===== src/rtl/fc_layer_seq.sv =====
// Sequencer for one fully-connected layer: streams SRAM reads, accumulates MAC-tree psums per neuron,
// applies optional ReLU with saturation and writes each result into the lane-interleaved buffer.
module fc_layer_seq #(
  parameter int LANES   = 64,
  parameter int DW      = 16,
  parameter int ACC_W   = 40,
  parameter int IN_AW   = 4,
  parameter int W_AW    = 12,
  parameter int OUT_AW  = 2,
  parameter int N_W     = 10,
  parameter int MAC_LAT = 2
) (
  input  logic                 clk,
  input  logic                 rst,
  input  logic                 start,
  input  logic                 abort,
  input  logic [IN_AW:0]       cfg_chunks,
  input  logic [N_W-1:0]       cfg_neurons,
  input  logic                 cfg_relu,
  output logic [IN_AW-1:0]     in_addr,
  output logic [W_AW-1:0]      w_addr,
  input  logic signed [DW-1:0] psum,
  output logic [LANES-1:0]     out_we,
  output logic [OUT_AW-1:0]    out_addr,
  output logic [DW-1:0]        out_data,
  output logic                 busy,
  output logic                 done
);

  localparam int PD = MAC_LAT + 1;
  localparam logic signed [ACC_W-1:0] SAT_MAX = {{(ACC_W-DW+1){1'b0}}, {(DW-1){1'b1}}};
  localparam logic signed [ACC_W-1:0] SAT_MIN = {{(ACC_W-DW+1){1'b1}}, {(DW-1){1'b0}}};
  localparam logic [DW-1:0] OUT_MAX = {1'b0, {(DW-1){1'b1}}};
  localparam logic [DW-1:0] OUT_MIN = {1'b1, {(DW-1){1'b0}}};

  typedef enum logic [1:0] {S_IDLE, S_ISSUE, S_DRAIN, S_DONE} state_t;
  state_t state, state_next;

  logic [IN_AW:0]   chunks_q;
  logic [N_W-1:0]   neurons_q;
  logic             relu_q;
  logic [IN_AW:0]   c_q;
  logic [N_W-1:0]   n_q;
  logic [W_AW-1:0]  w_q;

  logic [PD-1:0]    pv, pf, pl;
  logic [N_W-1:0]   pn [PD];

  logic signed [ACC_W-1:0] acc_q, psum_ext, acc_next, act_val;
  logic [DW-1:0]    sat_val;
  logic [N_W-1:0]   lane_idx;

  logic issue_en, start_ok, cfg_zero, last_chunk, last_neuron, pipe_busy, arrive_last;

  assign start_ok    = (state == S_IDLE) && start && !abort;
  assign cfg_zero    = (cfg_chunks == '0) || (cfg_neurons == '0);
  assign last_chunk  = (c_q == chunks_q - (IN_AW+1)'(1));
  assign last_neuron = (n_q == neurons_q - N_W'(1));
  assign pipe_busy   = |pv;
  assign arrive_last = pv[PD-1] && pl[PD-1];
  assign in_addr     = c_q[IN_AW-1:0];
  assign w_addr      = w_q;

  always_ff @(posedge clk or negedge rst) begin
    if (!rst) state <= S_IDLE;
    else      state <= state_next;
  end

  // The final write is the one that appears once nothing is left in flight.
  always_comb begin
    state_next = state;
    case (state)
      S_IDLE:  if (start) state_next = cfg_zero ? S_DONE : S_ISSUE;
      S_ISSUE: if (last_chunk && last_neuron) state_next = S_DRAIN;
      S_DRAIN: if ((out_we != '0) && !pipe_busy) state_next = S_DONE;
      S_DONE:  state_next = S_IDLE;
      default: state_next = S_IDLE;
    endcase
    if (abort) state_next = S_IDLE;
  end

  always_comb begin
    issue_en = (state == S_ISSUE);
    busy     = (state != S_IDLE);
    done     = (state == S_DONE);
  end

  always_ff @(posedge clk or negedge rst) begin
    if (!rst) begin
      chunks_q  <= '0;
      neurons_q <= '0;
      relu_q    <= 1'b0;
      c_q       <= '0;
      n_q       <= '0;
      w_q       <= '0;
    end else if (start_ok) begin
      chunks_q  <= cfg_chunks;
      neurons_q <= cfg_neurons;
      relu_q    <= cfg_relu;
      c_q       <= '0;
      n_q       <= '0;
      w_q       <= '0;
    end else if (abort) begin
      c_q <= '0;
      n_q <= '0;
      w_q <= '0;
    end else if (issue_en) begin
      w_q <= w_q + W_AW'(1);
      if (last_chunk) begin
        c_q <= '0;
        n_q <= n_q + N_W'(1);
      end else begin
        c_q <= c_q + (IN_AW+1)'(1);
      end
    end
  end

  // Tags ride alongside the MAC tree latency so each psum knows its neuron and position.
  always_ff @(posedge clk or negedge rst) begin
    if (!rst) begin
      pv <= '0;
      pf <= '0;
      pl <= '0;
      for (int k = 0; k < PD; k++) pn[k] <= '0;
    end else begin
      pv[0] <= issue_en && !abort;
      pf[0] <= (c_q == '0);
      pl[0] <= last_chunk;
      pn[0] <= n_q;
      for (int k = 1; k < PD; k++) begin
        pv[k] <= pv[k-1] && !abort;
        pf[k] <= pf[k-1];
        pl[k] <= pl[k-1];
        pn[k] <= pn[k-1];
      end
    end
  end

  always_comb begin
    psum_ext = {{(ACC_W-DW){psum[DW-1]}}, psum};
    acc_next = pf[PD-1] ? psum_ext : acc_q + psum_ext;
    act_val  = (relu_q && (acc_next < 0)) ? '0 : acc_next;
    if (act_val > SAT_MAX)      sat_val = OUT_MAX;
    else if (act_val < SAT_MIN) sat_val = OUT_MIN;
    else                        sat_val = act_val[DW-1:0];
    lane_idx = pn[PD-1] % N_W'(LANES);
  end

  always_ff @(posedge clk or negedge rst) begin
    if (!rst) begin
      acc_q    <= '0;
      out_we   <= '0;
      out_addr <= '0;
      out_data <= '0;
    end else begin
      if (pv[PD-1]) acc_q <= acc_next;
      out_we <= '0;
      if (arrive_last && !abort) begin
        out_we   <= LANES'(1) << lane_idx;
        out_addr <= OUT_AW'(pn[PD-1] / N_W'(LANES));
        out_data <= sat_val;
      end
    end
  end

endmodule


===== config.mk =====
export PLATFORM = sky130hd
export DESIGN_NAME = fc_layer_seq
export DESIGN_NICKNAME = d
export VERILOG_FILES = /design/src/rtl/fc_layer_seq.sv
export SDC_FILE = /design/constraint.sdc
export NUM_CORES = 1
export LEC_CHECK = 0
export ABC_AREA = 1
export CORE_MARGIN = 1
export CORE_UTILIZATION = 30
export DETAILED_ROUTE_END_ITERATION = 8
export PLACE_DENSITY = 0.46
export SLEW_MARGIN = 25
export SYNTH_ARGS = -nofsm -noshare
export SYNTH_HDL_FRONTEND = slang
export SYNTH_SLANG_ARGS = --single-unit

===== constraint.sdc =====
create_clock -name clk -period 3 [get_ports clk]
set_input_delay 0.45 -clock clk [delete_from_list [all_inputs] [get_ports clk]]
set_output_delay 0.45 -clock clk [all_outputs]
set_load 0.1 [all_outputs]

==> Slide: Implementation Results <==
Physical Implementation Snapshot

Status
  • Outcome: finished, final reports clean

Final layout
  • Register area: 5010 um^2
  • Sequential cell area share: 30.1%
  • Final core utilization: 42.6%
  • Max FFs per register: 64
  • #MultiIn Comb: 1138

Route
  • WL met3: 1.31 mm
  • DR top layer: met4
  • Wire length on met1: 18.4 mm
  • 1st-iter DRT viols: a little under 600
  • Routed wire length: 40.9 mm

Synthesis
  • Ys flop type: dfrtp_1
  • Yosys cell count: 1607

Placement
  • GP Congestion: 0.954
  • Port bufs: 135

Min path
  • Hold endpoint: pn[6]
  • Worst Min Path Start: pn[16]

Critical path
  • CP max-delay cell: clkdlybuf4s50_1
  • R2R Path End: out_data[0]
  • Worst EP arrival: 3.29 ns

Clock tree
  • Post_cts resized: roughly 44
  • Clock Sinks: approximately 200

Power
  • Top pwr grp: combinational cells
  • Tot Pwr: ~16 mW

GRT
  • Top Usage Layer GRT: met2
  • Global Route Usage Sum: a little over 20%
  • Initial antenna violation count: 1

Final timing
  • Worst setup slack after layout: between 0.09 and 0.1 ns
  • Post-Route Setup TNS: 0 ns
synth_stat cells (2+ instances only):
| cell | number |
|---|---|
| buf_1 | 2 |
| nand3_2 | 14 |
| a21oi_1 | 68 |
| ha_1 | 50 |
| inv_2 | 2 |
| nor4_1 | 19 |
| a21o_1 | 2 |
| nor2_1 | 197 |
| nor3_1 | 16 |
| a32o_1 | 2 |
| buf_4 | 8 |
| mux2_2 | 6 |
| xor2_1 | 18 |
| clkbuf_1 | 28 |
| nand3_1 | 99 |
| nor2_2 | 17 |
| a31oi_1 | 7 |
| a21oi_2 | 21 |
| and2_1 | 2 |
| buf_12 | 2 |
| o21bai_1 | 5 |
| inv_1 | 223 |
| nand2_1 | 422 |
| dfrtp_1 | 200 |
| o31ai_1 | 2 |
| xnor2_1 | 11 |
| nand2_2 | 21 |
| o21ai_0 | 62 |
| nand2_4 | 2 |
| nand4_1 | 46 |
| buf_2 | 5 |
| and3_1 | 2 |
| nor2_4 | 2 |
| or2_2 | 8 |
| o21ai_1 | 2 |
worst register-to-register path, stage by stage (launching register included):
cell and delay [ns]:
dfrtp_1 0.42, ha_4 0.28, buf_4 0.12, nand2_1 0.05, nand2_1 0.11, inv_2 0.05
buf_4 0.13, nand3_4 0.09, nand3_2 0.12, nand3_4 0.12, nand2_1 0.06, nand3_1 0.13
nand3_1 0.10, nor2_2 0.16, nand3_2 0.13, nor2_4 0.12, nand3_4 0.18, nand2_8 0.16
a21oi_1 0.08, a21oi_1 0.17
cell families (layout without fill, tap and decap cells):
family	count (synthesis)	in the layout	synth area share, %
AND-OR/OR-AND	177	177	8.60
XOR/XNOR	29	29	2.13
adder cells (fa/ha/maj)	51	51	5.40
buffers and inverters	271	584	9.09
flip-flops	200	200	41.9
multiplexers	6	6	0.565
AND/OR/NAND/NOR	873	875	32.3
placement_by_type.png
(2 px per um) Fill, decap, tap and diode cells in gray.
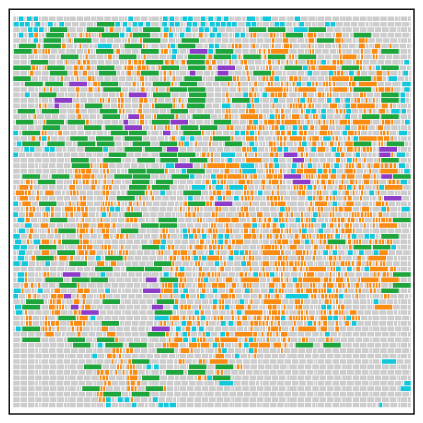
legend:
  purple:
    class: clock drivers and dummy loads
    cells: 32
  orange:
    class: combinational and other logic
    cells: 1364
  green:
    class: sequential cells
    cells: 200
  cyan:
    class: remaining buffers and delay cells
    cells: 326

clocks.png
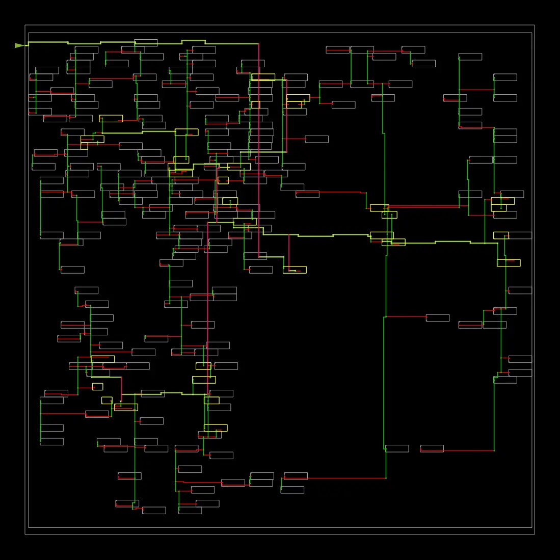
Num CTS Buffers: 17
seq_cells: 200
skew final: 0.0241 ns
clk_lat worst skew: 0.47 ns
clk pwr: 2.46 mW

clk_routes.png
(3 px per um)
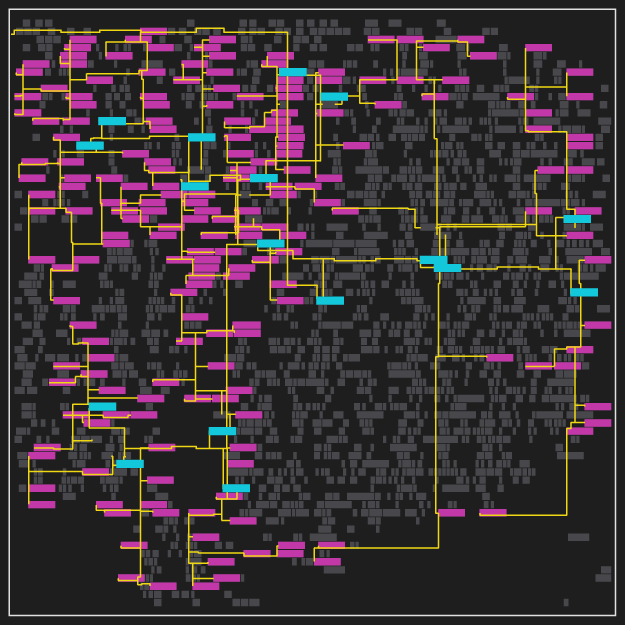
legend:
  magenta:
    item: flip-flops
    count: 200
  yellow:
    item: clock wires
    length: 2960 um
  cyan:
    item: clock drivers
    count: 17
routed clock nets: 18
flops lie: all over the die

cell_density.png
(1.5 px per um) The die is cut into 20 by 20 equal tiles; black is low, pale yellow is high, 0 to 100% covered.
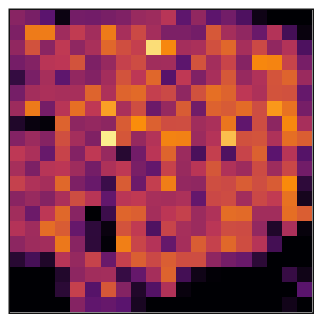
nearly empty tiles: 11%
fullest tile: 96%
tiles over 75% full: 1.5%
emptiest ninth of the die: south-east

detail.png
Region (88, 88) to (113, 113) um. Cells in gray, sequential cells in the stronger gray; small squares are vias.
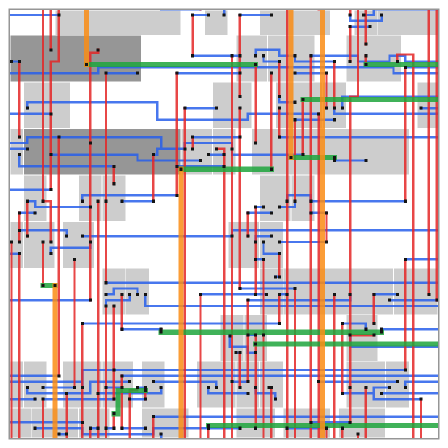
legend:
  green:
    layer: metal 3
  blue:
    layer: metal 1
  red:
    layer: metal 2
  orange:
    layer: metal 4
most frequent: nand2_1 (12), nand3_1 (6), buf_4 (6)
netlist names of flops here include: `acc_q` (2)
sequential cells in the window: 2
cells with their middle in the window: 49

Power and IR drop assume default switching activity.
